`config.mk`:
```
export PLATFORM = sky130hd
export DESIGN_NAME = display_scan_driver_flat
export DESIGN_NICKNAME = d
export VERILOG_FILES = /design/src/rtl/display_pkg.sv /design/src/rtl/display_scan_driver_if.sv /design/src/rtl/hex_to_seg7.sv /design/src/rtl/display_scan_driver.sv /design/src/flat_wrapper.sv
export SDC_FILE = /design/constraint.sdc
export NUM_CORES = 1
export LEC_CHECK = 0
export ABC_AREA = 1
export CORE_MARGIN = 2
export CORE_UTILIZATION = 49
export CTS_CLUSTER_SIZE = 28
export DETAILED_ROUTE_END_ITERATION = 8
export GPL_ROUTABILITY_DRIVEN = 0
export GPL_TIMING_DRIVEN = 0
export PLACE_DENSITY = 0.78
export REMOVE_ABC_BUFFERS = 1
export SKIP_CTS_REPAIR_TIMING = 1
export SLEW_MARGIN = 40
export SYNTH_ARGS = -nofsm -noshare
export SYNTH_HDL_FRONTEND = slang
export SYNTH_HIERARCHICAL = 1
export SYNTH_SLANG_ARGS = --single-unit
```
`constraint.sdc`:
```
create_clock -name clk -period 2.4 [get_ports clk]
set_clock_uncertainty 0.15 [all_clocks]
set_input_delay 0.48 -clock clk [delete_from_list [all_inputs] [get_ports clk]]
set_output_delay 0.48 -clock clk [all_outputs]
set_load 0.05 [all_outputs]
```
`src/rtl/display_pkg.sv`:
```
// Shared display definitions: scan FSM states, the blank segment pattern and
// the active-low hex glyph table, ordered {g,f,e,d,c,b,a}.
package display_pkg;

  typedef enum logic {
    BLANK,
    SHOW
  } scan_state_t;

  // All segments off (active-low).
  localparam logic [6:0] SEG_BLANK = 7'h7F;

  // Standard hex glyphs, index = nibble value, active-low {g,f,e,d,c,b,a}.
  localparam logic [6:0] HEX_GLYPH [16] = '{
    7'h40, 7'h79, 7'h24, 7'h30,   // 0 1 2 3
    7'h19, 7'h12, 7'h02, 7'h78,   // 4 5 6 7
    7'h00, 7'h10, 7'h08, 7'h03,   // 8 9 A b
    7'h46, 7'h21, 7'h06, 7'h0E    // C d E F
  };

endpackage

```
`src/rtl/display_scan_driver_if.sv`:
```
// Bundle between the datapath/refresh logic (master) and the scan driver
// (slave). N_DIGITS must match the driver it is connected to.
interface display_scan_driver_if #(
  parameter int N_DIGITS = 4
);

  logic                  scan_tick;
  logic [4*N_DIGITS-1:0] value;
  logic [N_DIGITS-1:0]   digit_en;
  logic [N_DIGITS-1:0]   an;
  logic [6:0]            seg;
  logic                  frame_done;

  modport master (
    output scan_tick, value, digit_en,
    input  an, seg, frame_done
  );

  modport slave (
    input  scan_tick, value, digit_en,
    output an, seg, frame_done
  );

endinterface

```
`src/rtl/hex_to_seg7.sv`:
```
// Combinational nibble to active-low 7-segment glyph, shared by display blocks.
module hex_to_seg7
  import display_pkg::*;
(
  input  logic [3:0] nibble,
  output logic [6:0] seg
);

  assign seg = HEX_GLYPH[nibble];

endmodule

```
`src/rtl/display_scan_driver.sv`:
```
// Time-multiplexed common-anode 7-segment scan driver.
// Each refresh strobe seen while a digit is shown moves to the next digit
// through a dead-time window with all anodes off. A full frame is taken from
// one shadow copy of the value, captured whenever scanning enters digit 0.
// Optional build macro: LEADING_ZERO_BLANK_EN (dark leading-zero digits).
module display_scan_driver
  import display_pkg::*;
#(
  parameter int N_DIGITS     = 4,
  parameter int BLANK_CYCLES = 8
)(
  input logic                  clk,
  input logic                  rst,
  display_scan_driver_if.slave bus
);

  localparam int               IDX_W      = $clog2(N_DIGITS);
  localparam logic [IDX_W-1:0] LAST_IDX   = IDX_W'(N_DIGITS - 1);
  localparam logic [7:0]       BLANK_LAST = 8'(BLANK_CYCLES - 1);

  scan_state_t           state_q, state_d;
  logic [IDX_W-1:0]      idx_q, idx_d;
  logic [7:0]            blank_cnt_q, blank_cnt_d;
  logic [4*N_DIGITS-1:0] shadow_q, shadow_d;
  logic                  primed_q, primed_d;
  logic [N_DIGITS-1:0]   an_q, an_d;
  logic [6:0]            seg_q, seg_d;
  logic                  frame_done_q, frame_done_d;
  logic                  wrap;
  logic [4*N_DIGITS-1:0] src_word;
  logic [3:0]            src_nibble;
  logic [6:0]            glyph;
  logic [N_DIGITS-1:0]   lz_dark;

  // Before the first frame, and on the wrap cycle, the digit being prepared
  // comes from the live value (it is what the shadow is about to hold).
  assign src_word   = (wrap || !primed_q) ? bus.value : shadow_q;
  assign src_nibble = src_word[{idx_d, 2'b00} +: 4];

  hex_to_seg7 u_decode (
    .nibble (src_nibble),
    .seg    (glyph)
  );

`ifdef LEADING_ZERO_BLANK_EN
  // Digit i>0 goes dark when it and every nibble above it are zero.
  always_comb begin
    logic zero_above;
    lz_dark    = '0;
    zero_above = 1'b1;
    for (int i = N_DIGITS - 1; i > 0; i--) begin
      zero_above = zero_above && (src_word[4*i +: 4] == 4'h0);
      lz_dark[i] = zero_above;
    end
  end
`else
  assign lz_dark = '0;
`endif

  // Scan FSM next state: dead-time countdown in BLANK, wait for a strobe in SHOW.
  always_comb begin
    state_d     = state_q;
    idx_d       = idx_q;
    blank_cnt_d = blank_cnt_q;
    primed_d    = primed_q;
    wrap        = 1'b0;
    unique case (state_q)
      BLANK: begin
        if (blank_cnt_q == BLANK_LAST) begin
          state_d  = SHOW;
          primed_d = 1'b1;
        end else begin
          blank_cnt_d = blank_cnt_q + 8'd1;
        end
      end
      SHOW: begin
        if (bus.scan_tick) begin
          state_d     = BLANK;
          blank_cnt_d = '0;
          if (idx_q == LAST_IDX) begin
            idx_d = '0;
            wrap  = 1'b1;
          end else begin
            idx_d = idx_q + IDX_W'(1);
          end
        end
      end
    endcase
  end

  // Output next values: glyph of the upcoming digit, anode only while showing.
  always_comb begin
    shadow_d     = shadow_q;
    seg_d        = lz_dark[idx_d] ? SEG_BLANK : glyph;
    an_d         = '1;
    frame_done_d = wrap;
    if (wrap || (!primed_q && state_d == SHOW)) begin
      shadow_d = bus.value;
    end
    if (state_d == SHOW && bus.digit_en[idx_d] && !lz_dark[idx_d]) begin
      an_d[idx_d] = 1'b0;
    end
  end

  // State and registered outputs, synchronous reset to all-dark.
  always_ff @(posedge clk) begin
    if (rst) begin
      state_q      <= BLANK;
      idx_q        <= '0;
      blank_cnt_q  <= '0;
      shadow_q     <= '0;
      primed_q     <= 1'b0;
      an_q         <= '1;
      seg_q        <= SEG_BLANK;
      frame_done_q <= 1'b0;
    end else begin
      state_q      <= state_d;
      idx_q        <= idx_d;
      blank_cnt_q  <= blank_cnt_d;
      shadow_q     <= shadow_d;
      primed_q     <= primed_d;
      an_q         <= an_d;
      seg_q        <= seg_d;
      frame_done_q <= frame_done_d;
    end
  end

  assign bus.an         = an_q;
  assign bus.seg        = seg_q;
  assign bus.frame_done = frame_done_q;

endmodule

```
`src/flat_wrapper.sv`:
```
// flat-port wrapper written by rule: the top's interface ports become plain ports
module display_scan_driver_flat import display_pkg::*;
#(
  parameter int N_DIGITS     = 4,
  parameter int BLANK_CYCLES = 8
)
  (clk, rst, bus_scan_tick, bus_value, bus_digit_en, bus_an, bus_seg, bus_frame_done);
  display_scan_driver_if #(.N_DIGITS(N_DIGITS)) bus_i ();
  input logic clk;
  input logic rst;
  input wire logic [$bits(bus_i.scan_tick)-1:0] bus_scan_tick;
  input wire logic [$bits(bus_i.value)-1:0] bus_value;
  input wire logic [$bits(bus_i.digit_en)-1:0] bus_digit_en;
  output wire logic [$bits(bus_i.an)-1:0] bus_an;
  output wire logic [$bits(bus_i.seg)-1:0] bus_seg;
  output wire logic [$bits(bus_i.frame_done)-1:0] bus_frame_done;
  assign bus_i.scan_tick = bus_scan_tick;
  assign bus_i.value = bus_value;
  assign bus_i.digit_en = bus_digit_en;
  assign bus_an = bus_i.an;
  assign bus_seg = bus_i.seg;
  assign bus_frame_done = bus_i.frame_done;
  display_scan_driver #(.N_DIGITS(N_DIGITS), .BLANK_CYCLES(BLANK_CYCLES)) u_core (.clk(clk), .rst(rst), .bus(bus_i));
endmodule
```
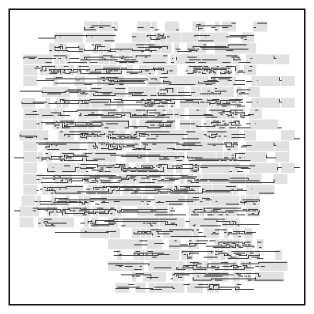
Figure 1: M1 wires.
(4 px per um)
share of all routed wire: 42%
wire length on this layer: 2,620 um
nets with wire on the layer: 391
main direction: horizontal
longest straight run: 23.9 um

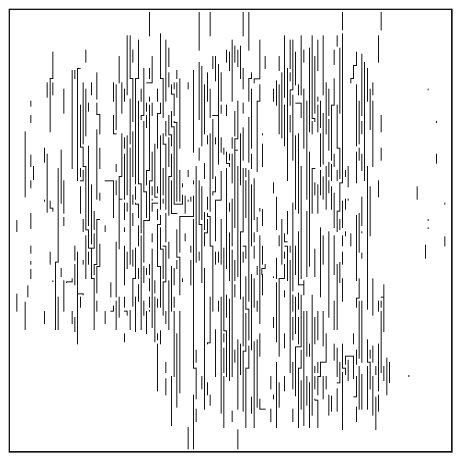
Figure 2: metal 2.
(6 px per um)
nets with wire on the layer: 343
wire length on this layer: 3,120 um

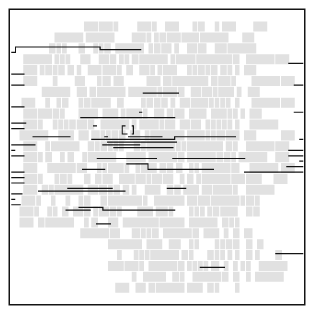
Figure 3: M3 wires.
(4 px per um)
nets with wire on the layer: 44
share of all routed wire: 6.3%
longest straight run: 23.5 um

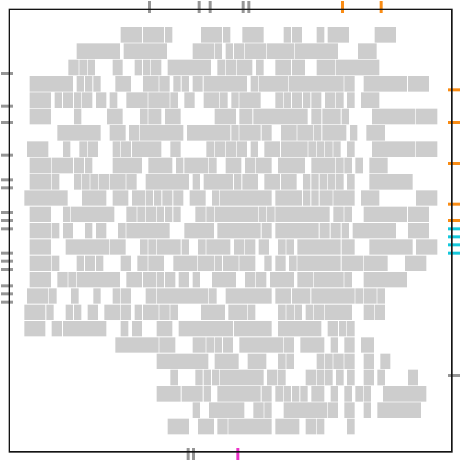
Figure 4: pin placement.
(6 px per um) Pins as bars across the die edge, other pins in gray.
legend:
  orange:
    port: `bus_seg`
    pins: 7
    direction: output
    edge: 5 right, 2 top
  cyan:
    port: `bus_an`
    pins: 4
    direction: output
    edge: right
  magenta:
    port: `bus_scan_tick`
    pins: 1
    direction: input
    edge: bottom
all pins by edge: 15 left, 10 right, 7 top, 3 bottom
count of input and output buffers: 34
die height: 73.51 um
DIE WIDTH: 73.51 um

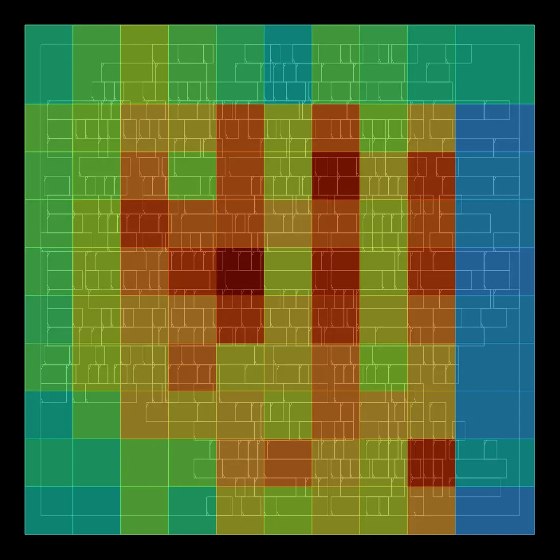
Figure 5: track usage over the die.
busiest grt layer: met2
met3 usage in global routing: 4.527%
Tot GR Track Use: 19.53%
met2 usage: 32.84%

==> impl_metrics.toml <==
# physical design summary
[setup_path]
path_class = "flip-flop to flip-flop"
crit_buf_inv = 1
worstPathMaxFanout = 5
end_kind = "flip-flop"
crit_path_start_kind = "flip-flop"
reg2reg_depth = 12
critical_path_depth = 12
path_cells = "ha_4 > o21ai_4 > nor2_4 > nand3_2 > nand4_1 > buf_4 > ha_4 > nand2_4 > nand2_1 > nand2_1 > nand2_1 > or2_4"
timing.critical_path.mode_cell = "nand2_1"
cp.arrival_ps = 2460
worst_ep_required_time_ps = 2440
crit_path_start = "u_core/idx_q[1]"

[synth]
synthAoiAreaFrac_pct = 6.342
syn-cell-area_um2 = 2367
syn_area_per_cell_um2 = 6.783
logic_family = "simple AND/OR/NAND/NOR gates"
yosysCellCount = 349
ys.flops = 40
simple_gate_share_pct = 43.39
postSynth.asyncResetShare_pct = 0
ys_seq_share_pct = 33.83

[global_route]
antenna_found_initial = 0
grt_max_degree = 49
grt_overflow_total = 0
grt_pass1_vias = 1961

[detailed_routing]
drt_iter0_drc = 207
dr.pass1.iters = 4
remaining_drc_errors = 0
vias_per_cell = 5.437
postRouteAntennaNets = 0
wl_per_cell_um = 13.67
met2WireLength_mm = 3.117

[status]
violations = "negative setup slack"
outcome = "finished, violations left"

[die]
num_rows = 25
chip_area_um2 = 5403
fp_util_pct = 50.45
num_io_pins = 35

[timing]
finalHoldViolations = 0
fin_crit_sh_pct = 101.0
worst_slack_ps = -23.73
setup-violations-final = 2
slew_viol_final = 0
slew-limit-headroom_pct = 64.63

[clock_tree]
root_buffer = "clkbuf_8"
h-tree-depth = 2
cts_buffers = 5
clk_pin_slew_ps = 80
clock_latency_ps = 290
clock-sinks = 40

[hold_path]
worstHoldPathType = "flip-flop to flip-flop"
min_path_cells = 2

[power_and_ir_drop]
leakagePower_nw = 1.425
ir_worst_vdd_uv = 321.2
power_density_nw_per_um2 = 455.8
internal-power_mw = 1.034
switchingPower_mw = 0.4075
seqPwrFrac_pct = 47.8

[placed_design]
post-dp-hpwl_mm = 3.344

[cells_and_area]
lay_top_cells = "nand2_1, nand3_1, dfxtp_1"
synthToLayoutAreaGrowth_pct = 33.62
drive_gt1_share_pct = 21.41
[through the flow]
stage	setup slack [ps]	utilization (%)	setup TNS (ps)	std cells	total power, mW
after floorplan	-141.8	-	-422.2	333	0.8484
after global placement	-1020	56.56	-12010	421	0.9287
after detailed placement	-1042	56.56	-12800	421	0.9322
after CTS	-734.4	58.53	-5198	429	1.404
after global routing	-124.4	67.41	-582.1	451	1.502
final	-23.73	67.41	-26.39	451	1.442
[power by group through the flow]
stage / Clock (mW) / Sequential (mW) / Combinational [mW]
3_3_place_gp: 0 / 0.707 / 0.222
5_1_grt: 0.509 / 0.692 / 0.301
3_5_place_dp: 0 / 0.708 / 0.224
2_1_floorplan: 0 / 0.747 / 0.102
4_1_cts: 0.486 / 0.692 / 0.226
6_report: 0.474 / 0.689 / 0.278
[layout make-up]
cell class	instances	share of cell area [%]
clock buffer	6	2.611
clock inverter	2	0.3165
inverter	39	4.786
multi-input combinational	257	48.85
sequential	40	25.71
tap	54	2.136
timing repair buffer	53	15.59
[sequential cells by signal, summed over array words and instances, names as in the netlist]
register	count
u_core/blank_cnt_q	8
u_core/bus.an	4
u_core/bus.frame_done	1
u_core/bus.seg	7
u_core/idx_q	2
u_core/primed_q	1
u_core/shadow_q	16
u_core/state_q	1
[cell usage after synthesis, types with 3 or more instances]
cell type,instances,share of area [%]
nand4_1,6,1.6
nand3b_1,16,5.1
dfxtp_1,40,34
a21oi_1,24,5.1
clkbuf_1,4,0.63
or2_2,8,2.1
inv_1,34,5.4
nor2_1,28,4.4
nand2_4,4,1.9
o21ai_0,3,0.63
buf_6,7,3.3
buf_2,4,0.85
ha_1,9,4.8
nand2_1,92,15
o21ai_1,3,0.63
nand3_1,56,12
inv_2,4,0.63
Power figures rest on the tool's default switching activity, not on a simulated workload.
